$ cat config.mk
export PLATFORM = sky130hd
export DESIGN_NAME = execute_slice_seq_flat
export DESIGN_NICKNAME = d
export VERILOG_FILES = /design/src/rtl/execute_slice_seq_pkg.sv /design/src/rtl/execute_slice_seq_if.sv /design/src/rtl/execute_slice_seq_slice_alu.sv /design/src/rtl/execute_slice_seq.sv /design/src/flat_wrapper.sv
export SDC_FILE = /design/constraint.sdc
export NUM_CORES = 1
export LEC_CHECK = 0
export ABC_AREA = 1
export CAP_MARGIN = 20
export CORE_UTILIZATION = 51
export DETAILED_ROUTE_END_ITERATION = 16
export PLACE_DENSITY = 0.75
export SLEW_MARGIN = 20
export SYNTH_ARGS = -nofsm -noshare
export SYNTH_HDL_FRONTEND = slang
export SYNTH_SLANG_ARGS = --single-unit
$ cat constraint.sdc
create_clock -name clk -period 17.1 [get_ports clk]
set_input_delay 1.71 -clock clk [delete_from_list [all_inputs] [get_ports clk]]
set_output_delay 1.71 -clock clk [all_outputs]
set_load 0.02 [all_outputs]
$ cat src/rtl/execute_slice_seq_pkg.sv
// -----------------------------------------------------------------------------
// execute_seq_pkg
// Shared types and default widths for the slice-serial execute sequencer.
//   alu_op_t    : operation encoding carried on alu_control
//   seq_state_t : sequencer FSM states
//   *_DEF       : default widths used by the interface, top and slice ALU
// -----------------------------------------------------------------------------
package execute_seq_pkg;

  localparam int DATA_W_DEF  = 128;
  localparam int SLICE_W_DEF = 32;
  localparam int PC_W_DEF    = 15;

  typedef enum logic [1:0] {
    ALU_ADD = 2'b00,
    ALU_SUB = 2'b01,
    ALU_AND = 2'b10,
    ALU_OR  = 2'b11
  } alu_op_t;

  typedef enum logic [1:0] {
    S_IDLE = 2'b00,
    S_RUN  = 2'b01,
    S_DONE = 2'b10
  } seq_state_t;

endpackage

$ cat src/rtl/execute_slice_seq_if.sv
// -----------------------------------------------------------------------------
// execute_slice_seq_if
// Request/response bundle between issue, the execute sequencer and writeback.
//   request  : in_valid/in_ready, rd1, rd2, alu_control, add1_sel, mem_sel,
//              pc_8, branch
//   response : out_valid/out_ready, alu_out, zero_flag, add_8_out
//   status   : busy
// slave modport is the sequencer side, master modport the requester side.
// -----------------------------------------------------------------------------
interface execute_slice_seq_if
  import execute_seq_pkg::*;
#(
  parameter int DATA_W = DATA_W_DEF,
  parameter int PC_W   = PC_W_DEF
) ();

  logic              in_valid;
  logic              in_ready;
  logic [DATA_W-1:0] rd1;
  logic [DATA_W-1:0] rd2;
  logic [1:0]        alu_control;
  logic              add1_sel;
  logic              mem_sel;
  logic [PC_W-1:0]   pc_8;
  logic [PC_W-1:0]   branch;
  logic              out_valid;
  logic              out_ready;
  logic [DATA_W-1:0] alu_out;
  logic              zero_flag;
  logic [PC_W-1:0]   add_8_out;
  logic              busy;

  modport slave (
    input  in_valid, rd1, rd2, alu_control, add1_sel, mem_sel, pc_8, branch,
    input  out_ready,
    output in_ready, out_valid, alu_out, zero_flag, add_8_out, busy
  );

  modport master (
    output in_valid, rd1, rd2, alu_control, add1_sel, mem_sel, pc_8, branch,
    output out_ready,
    input  in_ready, out_valid, alu_out, zero_flag, add_8_out, busy
  );

endinterface

$ cat src/rtl/execute_slice_seq_slice_alu.sv
// -----------------------------------------------------------------------------
// slice_alu
// Purely combinational W-bit ALU slice, reused once per cycle by the sequencer.
//   a_i, b_i : operand slices
//   op_i     : ADD / SUB / AND / OR
//   cin_i    : carry in from the previous (less significant) slice
//   y_o      : slice result
//   cout_o   : carry out (ADD/SUB only, 0 for logic ops)
// -----------------------------------------------------------------------------
module slice_alu
  import execute_seq_pkg::*;
#(
  parameter int W = SLICE_W_DEF
) (
  input  logic [W-1:0] a_i,
  input  logic [W-1:0] b_i,
  input  alu_op_t      op_i,
  input  logic         cin_i,
  output logic [W-1:0] y_o,
  output logic         cout_o
);

  logic [W-1:0] b_eff_s;
  logic [W:0]   sum_s;

  // Slice arithmetic: SUB is a + ~b + cin, the sequencer seeds cin=1 on slice 0
  always_comb begin
    b_eff_s = (op_i == ALU_SUB) ? ~b_i : b_i;
    sum_s   = {1'b0, a_i} + {1'b0, b_eff_s} + {{W{1'b0}}, cin_i};
    y_o     = '0;
    cout_o  = 1'b0;
    case (op_i)
      ALU_ADD, ALU_SUB: begin
        y_o    = sum_s[W-1:0];
        cout_o = sum_s[W];
      end
      ALU_AND: y_o = a_i & b_i;
      ALU_OR:  y_o = a_i | b_i;
      default: begin
        y_o    = '0;
        cout_o = 1'b0;
      end
    endcase
  end

endmodule

$ cat src/rtl/execute_slice_seq.sv
// -----------------------------------------------------------------------------
// execute_slice_seq
// Multi-cycle execute stage: latches one DATA_W-bit operation, runs it through
// a single SLICE_W-bit ALU one slice per cycle (LSB slice first, carry chained),
// then presents result, zero flag and branch target until consumed.
//   clk, rst : clock, asynchronous active-high reset
//   bus      : execute_slice_seq_if.slave (request, response and busy status)
// -----------------------------------------------------------------------------
module execute_slice_seq
  import execute_seq_pkg::*;
#(
  parameter int DATA_W  = DATA_W_DEF,
  parameter int SLICE_W = SLICE_W_DEF,
  parameter int PC_W    = PC_W_DEF
) (
  input  logic                clk,
  input  logic                rst,
  execute_slice_seq_if.slave  bus
);

  localparam int NSLICE = DATA_W / SLICE_W;
  localparam int CNT_W  = (NSLICE > 1) ? $clog2(NSLICE) : 1;
  localparam logic [CNT_W-1:0] LAST_CNT = CNT_W'(NSLICE - 1);

  seq_state_t        state_q, state_d;
  logic [DATA_W-1:0] a_q, a_d;
  logic [DATA_W-1:0] b_q, b_d;
  alu_op_t           op_q, op_d;
  logic [CNT_W-1:0]  cnt_q, cnt_d;
  logic              carry_q, carry_d;
  logic [DATA_W-1:0] result_q, result_d;
  logic              zero_q, zero_d;
  logic [PC_W-1:0]   add8_q, add8_d;
  logic              in_ready_q, in_ready_d;
  logic              out_valid_q, out_valid_d;
  logic              busy_q, busy_d;

  logic [SLICE_W-1:0] a_slice_s;
  logic [SLICE_W-1:0] b_slice_s;
  logic [SLICE_W-1:0] y_s;
  logic               cout_s;
  logic [DATA_W-1:0]  merged_s;

  // Operand B source: memory addressing forces 0 and wins over the +1 select
  function automatic logic [DATA_W-1:0] pick_b(input logic mem_sel,
                                                input logic add1_sel,
                                                input logic [DATA_W-1:0] rd2);
    logic [DATA_W-1:0] b;
    if (mem_sel) begin
      b = '0;
    end else if (add1_sel) begin
      b = {{(DATA_W-1){1'b0}}, 1'b1};
    end else begin
      b = rd2;
    end
    return b;
  endfunction

  // Select the operand slices addressed by the slice counter
  always_comb begin
    a_slice_s = '0;
    b_slice_s = '0;
    for (int k = 0; k < NSLICE; k++) begin
      a_slice_s = (cnt_q == CNT_W'(k)) ? a_q[k*SLICE_W +: SLICE_W] : a_slice_s;
      b_slice_s = (cnt_q == CNT_W'(k)) ? b_q[k*SLICE_W +: SLICE_W] : b_slice_s;
    end
  end

  slice_alu #(.W(SLICE_W)) u_slice_alu (
    .a_i    (a_slice_s),
    .b_i    (b_slice_s),
    .op_i   (op_q),
    .cin_i  (carry_q),
    .y_o    (y_s),
    .cout_o (cout_s)
  );

  // Result register with the current slice merged in
  always_comb begin
    merged_s = result_q;
    for (int k = 0; k < NSLICE; k++) begin
      merged_s[k*SLICE_W +: SLICE_W] = (cnt_q == CNT_W'(k)) ? y_s
                                                            : merged_s[k*SLICE_W +: SLICE_W];
    end
  end

  // FSM next state and datapath next values
  always_comb begin
    state_d  = state_q;
    a_d      = a_q;
    b_d      = b_q;
    op_d     = op_q;
    cnt_d    = cnt_q;
    carry_d  = carry_q;
    result_d = result_q;
    zero_d   = zero_q;
    add8_d   = add8_q;
    case (state_q)
      S_IDLE: begin
        // in_ready is high exactly in IDLE, so in_valid alone completes the handshake
        if (bus.in_valid) begin
          a_d      = bus.rd1;
          b_d      = pick_b(bus.mem_sel, bus.add1_sel, bus.rd2);
          op_d     = alu_op_t'(bus.alu_control);
          add8_d   = bus.pc_8 + bus.branch;
          result_d = '0;
          cnt_d    = '0;
          carry_d  = (alu_op_t'(bus.alu_control) == ALU_SUB);
          state_d  = S_RUN;
        end else begin
          state_d  = S_IDLE;
        end
      end
      S_RUN: begin
        result_d = merged_s;
        carry_d  = cout_s;
        if (cnt_q == LAST_CNT) begin
          // Final carry is dropped: results wrap modulo 2^DATA_W
          cnt_d   = '0;
          zero_d  = (merged_s == '0);
          state_d = S_DONE;
        end else begin
          cnt_d   = cnt_q + CNT_W'(1);
        end
      end
      S_DONE: begin
        if (bus.out_ready) begin
          state_d = S_IDLE;
        end else begin
          state_d = S_DONE;
        end
      end
      default: state_d = S_IDLE;
    endcase
    // Handshake/status flags are registered copies of the next state
    in_ready_d  = (state_d == S_IDLE);
    out_valid_d = (state_d == S_DONE);
    busy_d      = (state_d != S_IDLE);
  end

  // State, datapath and output registers
  always_ff @(posedge clk or posedge rst) begin
    if (rst) begin
      state_q     <= S_IDLE;
      a_q         <= '0;
      b_q         <= '0;
      op_q        <= ALU_ADD;
      cnt_q       <= '0;
      carry_q     <= 1'b0;
      result_q    <= '0;
      zero_q      <= 1'b0;
      add8_q      <= '0;
      in_ready_q  <= 1'b1;
      out_valid_q <= 1'b0;
      busy_q      <= 1'b0;
    end else begin
      state_q     <= state_d;
      a_q         <= a_d;
      b_q         <= b_d;
      op_q        <= op_d;
      cnt_q       <= cnt_d;
      carry_q     <= carry_d;
      result_q    <= result_d;
      zero_q      <= zero_d;
      add8_q      <= add8_d;
      in_ready_q  <= in_ready_d;
      out_valid_q <= out_valid_d;
      busy_q      <= busy_d;
    end
  end

  assign bus.in_ready  = in_ready_q;
  assign bus.out_valid = out_valid_q;
  assign bus.busy      = busy_q;
  assign bus.alu_out   = result_q;
  assign bus.zero_flag = zero_q;
  assign bus.add_8_out = add8_q;

endmodule

$ cat src/flat_wrapper.sv
// flat-port wrapper written by rule: the top's interface ports become plain ports
module execute_slice_seq_flat import execute_seq_pkg::*;
#(
  parameter int DATA_W  = DATA_W_DEF,
  parameter int SLICE_W = SLICE_W_DEF,
  parameter int PC_W    = PC_W_DEF
)
  (clk, rst, bus_in_valid, bus_rd1, bus_rd2, bus_alu_control, bus_add1_sel, bus_mem_sel, bus_pc_8, bus_branch, bus_out_ready, bus_in_ready, bus_out_valid, bus_alu_out, bus_zero_flag, bus_add_8_out, bus_busy);
  execute_slice_seq_if #(.DATA_W(DATA_W), .PC_W(PC_W)) bus_i ();
  input  logic clk;
  input  logic rst;
  input wire logic [$bits(bus_i.in_valid)-1:0] bus_in_valid;
  input wire logic [$bits(bus_i.rd1)-1:0] bus_rd1;
  input wire logic [$bits(bus_i.rd2)-1:0] bus_rd2;
  input wire logic [$bits(bus_i.alu_control)-1:0] bus_alu_control;
  input wire logic [$bits(bus_i.add1_sel)-1:0] bus_add1_sel;
  input wire logic [$bits(bus_i.mem_sel)-1:0] bus_mem_sel;
  input wire logic [$bits(bus_i.pc_8)-1:0] bus_pc_8;
  input wire logic [$bits(bus_i.branch)-1:0] bus_branch;
  input wire logic [$bits(bus_i.out_ready)-1:0] bus_out_ready;
  output wire logic [$bits(bus_i.in_ready)-1:0] bus_in_ready;
  output wire logic [$bits(bus_i.out_valid)-1:0] bus_out_valid;
  output wire logic [$bits(bus_i.alu_out)-1:0] bus_alu_out;
  output wire logic [$bits(bus_i.zero_flag)-1:0] bus_zero_flag;
  output wire logic [$bits(bus_i.add_8_out)-1:0] bus_add_8_out;
  output wire logic [$bits(bus_i.busy)-1:0] bus_busy;
  assign bus_i.in_valid = bus_in_valid;
  assign bus_i.rd1 = bus_rd1;
  assign bus_i.rd2 = bus_rd2;
  assign bus_i.alu_control = bus_alu_control;
  assign bus_i.add1_sel = bus_add1_sel;
  assign bus_i.mem_sel = bus_mem_sel;
  assign bus_i.pc_8 = bus_pc_8;
  assign bus_i.branch = bus_branch;
  assign bus_i.out_ready = bus_out_ready;
  assign bus_in_ready = bus_i.in_ready;
  assign bus_out_valid = bus_i.out_valid;
  assign bus_alu_out = bus_i.alu_out;
  assign bus_zero_flag = bus_i.zero_flag;
  assign bus_add_8_out = bus_i.add_8_out;
  assign bus_busy = bus_i.busy;
  execute_slice_seq #(.DATA_W(DATA_W), .SLICE_W(SLICE_W), .PC_W(PC_W)) u_core (.clk(clk), .rst(rst), .bus(bus_i));
endmodule
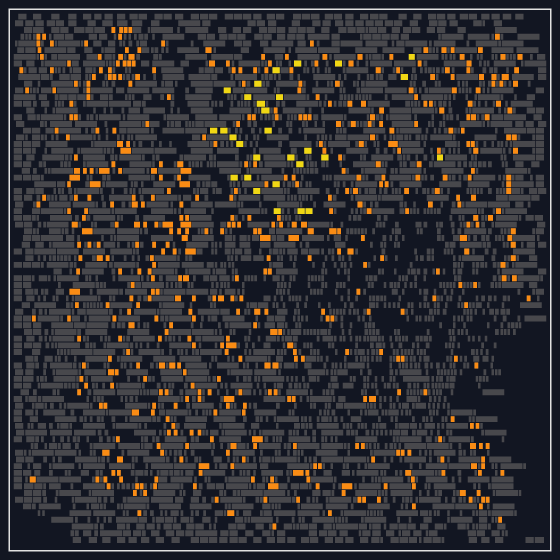
*Selected gate families*
orange -> aoi and oai cells  # cells 490, where all over the die
yellow -> non-inverting ao/oa cells  # cells 29, where north

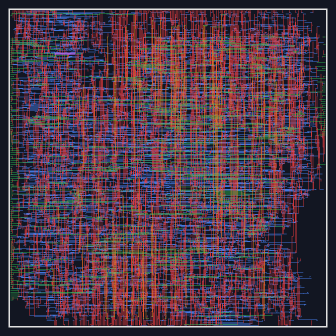
*Wiring by layer*
green -> metal 3  # wire length 7710 um
orange -> metal 4  # wire length 4610 um
purple -> metal 5  # wire length 12.9 um
blue -> metal 1  # wire length 36.3 mm
red -> metal 2  # wire length 38.9 mm
Total GRT Usage: 0.367
Via Count: 24400
Routed wire per std cell: 20.0 um
Detailed Route WL: 87600 um

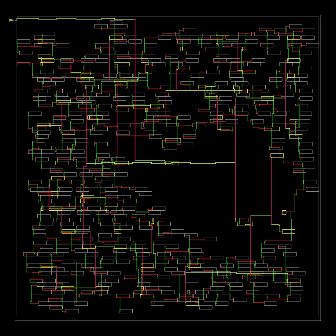
*Clock nets*
Insertion Delay late pin: 0.60 ns
Flops: 410

==> reports/qor.yml <==
dieHeight_um: 219
fmax_ghz: 0.173
cts_hold_buf: 0
grt_pass1_vias: 22600
worst_slew_pin_slew_ns: 1.04
r2r_end: "u_core.bus.zero_flag"
crit_path_max_fanout: 32
drive_above_1_share: 0.0404
drc: 0
h-tree-depth: 2
logic_area_mm2: 0.0116
synth.distinct_cells: 40
ys_seq_elements: 410
cpLargestDelayFamily: "simple AND/OR/NAND/NOR gates"
crit_path_start: "u_core.cnt_q[1]"
cts_buffers: 46
avgSynthCellArea_um2: 7.05
root_buffer: "clkbuf_16"
setup_violations: 0
setup_slack_ns: 11.31
syn_area_mm2: 0.0240
fp.coreArea_mm2: 0.0465
nets: 4076
fp_nets: 3752
warnings: 41
cp.required_ns: 17.62
outcome: "finished clean"
yosysChipArea_mm2: 0.0240
rows: 79
hold_class: "reg -> reg"
hpwlAfterDp_um: 63200
endpoint: "u_core.bus.zero_flag"
end_kind: "flop"
yosys.stat.seqShare: 0.428
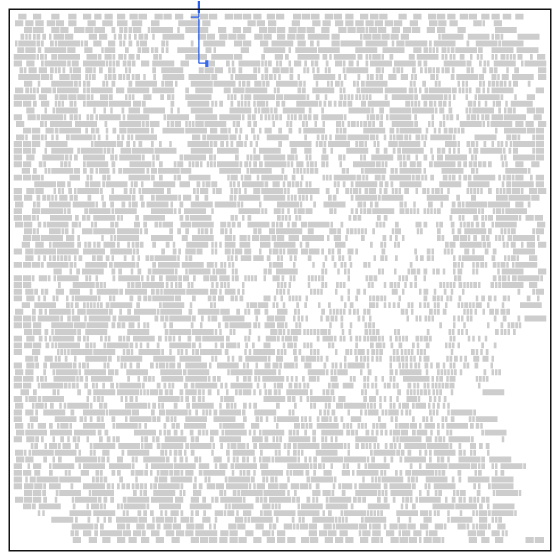
*Nets reached from selected ports*
blue -> bus_in_valid  # bits 1, direction input, end cells 1, buffers 1, wire 26.6 um
boundary pin count: 441
port bufs: 440

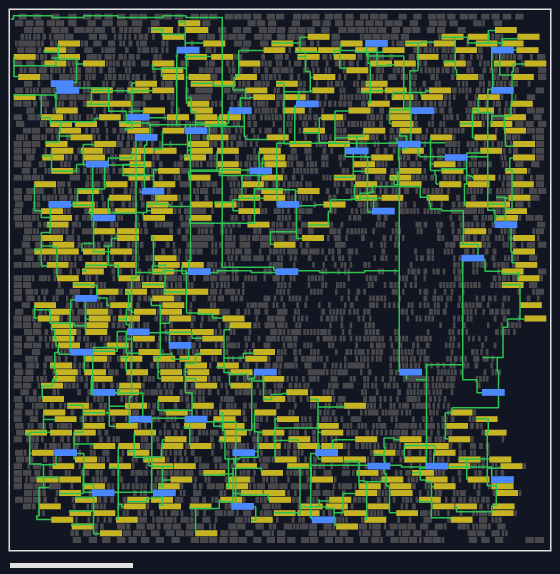
*Clock network drawn from the DEF*
The bar under the picture is 50 um long.
yellow -> flip-flops  # count 410
green -> clock wires  # length 5480 um
blue -> clock drivers  # count 46
routed clock nets = 47
flops lie = all over the die
Layout Skew: 0.0210 ns

-- cell type report --
class                      count  area share
clock inverter                13     0.00590
antenna                        3    0.000249
clock buffer                  67      0.0448
sequential                   410       0.341
multi-input combinational   2456       0.386
tap                          607      0.0252
timing repair buffer         466       0.153
inverter                     350      0.0441
-- registers in the layout (all words and copies together), names as in the netlist --
signal / flops
u_core.a_q: 128
u_core.b_q: 128
u_core.bus.alu_out: 128
u_core.bus.add_8_out: 15
u_core.cnt_q: 2
u_core.op_q: 2
u_core.state_q: 2
u_core.bus.busy: 1
u_core.bus.in_ready: 1
u_core.bus.out_valid: 1
u_core.bus.zero_flag: 1
u_core.carry_q: 1
-- per-stage QoR --
| step | cell area (um2) | std cells |
|---|---|---|
| 2_1_floorplan | 24000 | 3406 |
| 3_3_place_gp | 28600 | 4289 |
| 3_5_place_dp | 28600 | 4289 |
| 4_1_cts | 30100 | 4369 |
| 5_1_grt | 30100 | 4371 |
| 6_report | 30100 | 4372 |
-- cells in the mapped netlist --
cell type  number  area, um2
dfstp_2         1       26.3
clkbuf_1      114        428
o21bai_2        1       11.3
buf_4           8       60.1
clkbuf_2        1       5.00
a31oi_1         3       18.8
buf_6          11        124
inv_1         344       1290
a21oi_2         3       26.3
dfrtp_1       409      10200
or2_2           6       37.5
a21o_1          2       15.0
o21ai_0       158        791
buf_2          42        210
o31ai_1         6       45.0
a22oi_2        18        225
o211ai_2        2       25.0
a32o_1          2       20.0
a21boi_1        4       30.0
o21ai_2         5       43.8
xnor2_1         3       26.3
inv_2           6       22.5
nand3_1       349       1750
ha_1           49        613
a22o_1         25        219
o211ai_1       10       75.1
a21oi_1       154        771
a22oi_1        10       75.1
o22ai_1        68        425
o21bai_1        3       22.5
nand2_1      1330       4990
fa_1            3       60.1
buf_1          14       52.6
o21ai_1        45        225
nand2_2         1       6.26
xor2_1         39        342
nor3_1          5       25.0
nand4_1         8       50.1
nor2_1        134        503
nand3b_1       10       75.1
-- cell families (layout without fill, tap and decap cells) --
group	after synthesis	in the layout	synth area share
AND-OR/OR-AND	519	519	0.128
XOR/XNOR	42	42	0.0153
adder cells (fa/ha/maj)	52	52	0.0281
buffers and inverters	540	896	0.0914
flip-flops	410	410	0.428
other	0	3	0
AND/OR/NAND/NOR	1843	1843	0.310
-- tightest hold or removal path: cells and delay by family, from the launching register on --
kind	cells	cell delay, ns
and+or+nand+nor	2	0.09
DFF	1	0.34
-- routing by layer --
metal  vias up  part of all wire  global-route usage
li1      11500                 -                   -
met1     11500              0.41               0.507
met2      1202              0.44               0.556
met3       206             0.088              0.0600
met4         2             0.053               0.187
met5         -           0.00014                   0
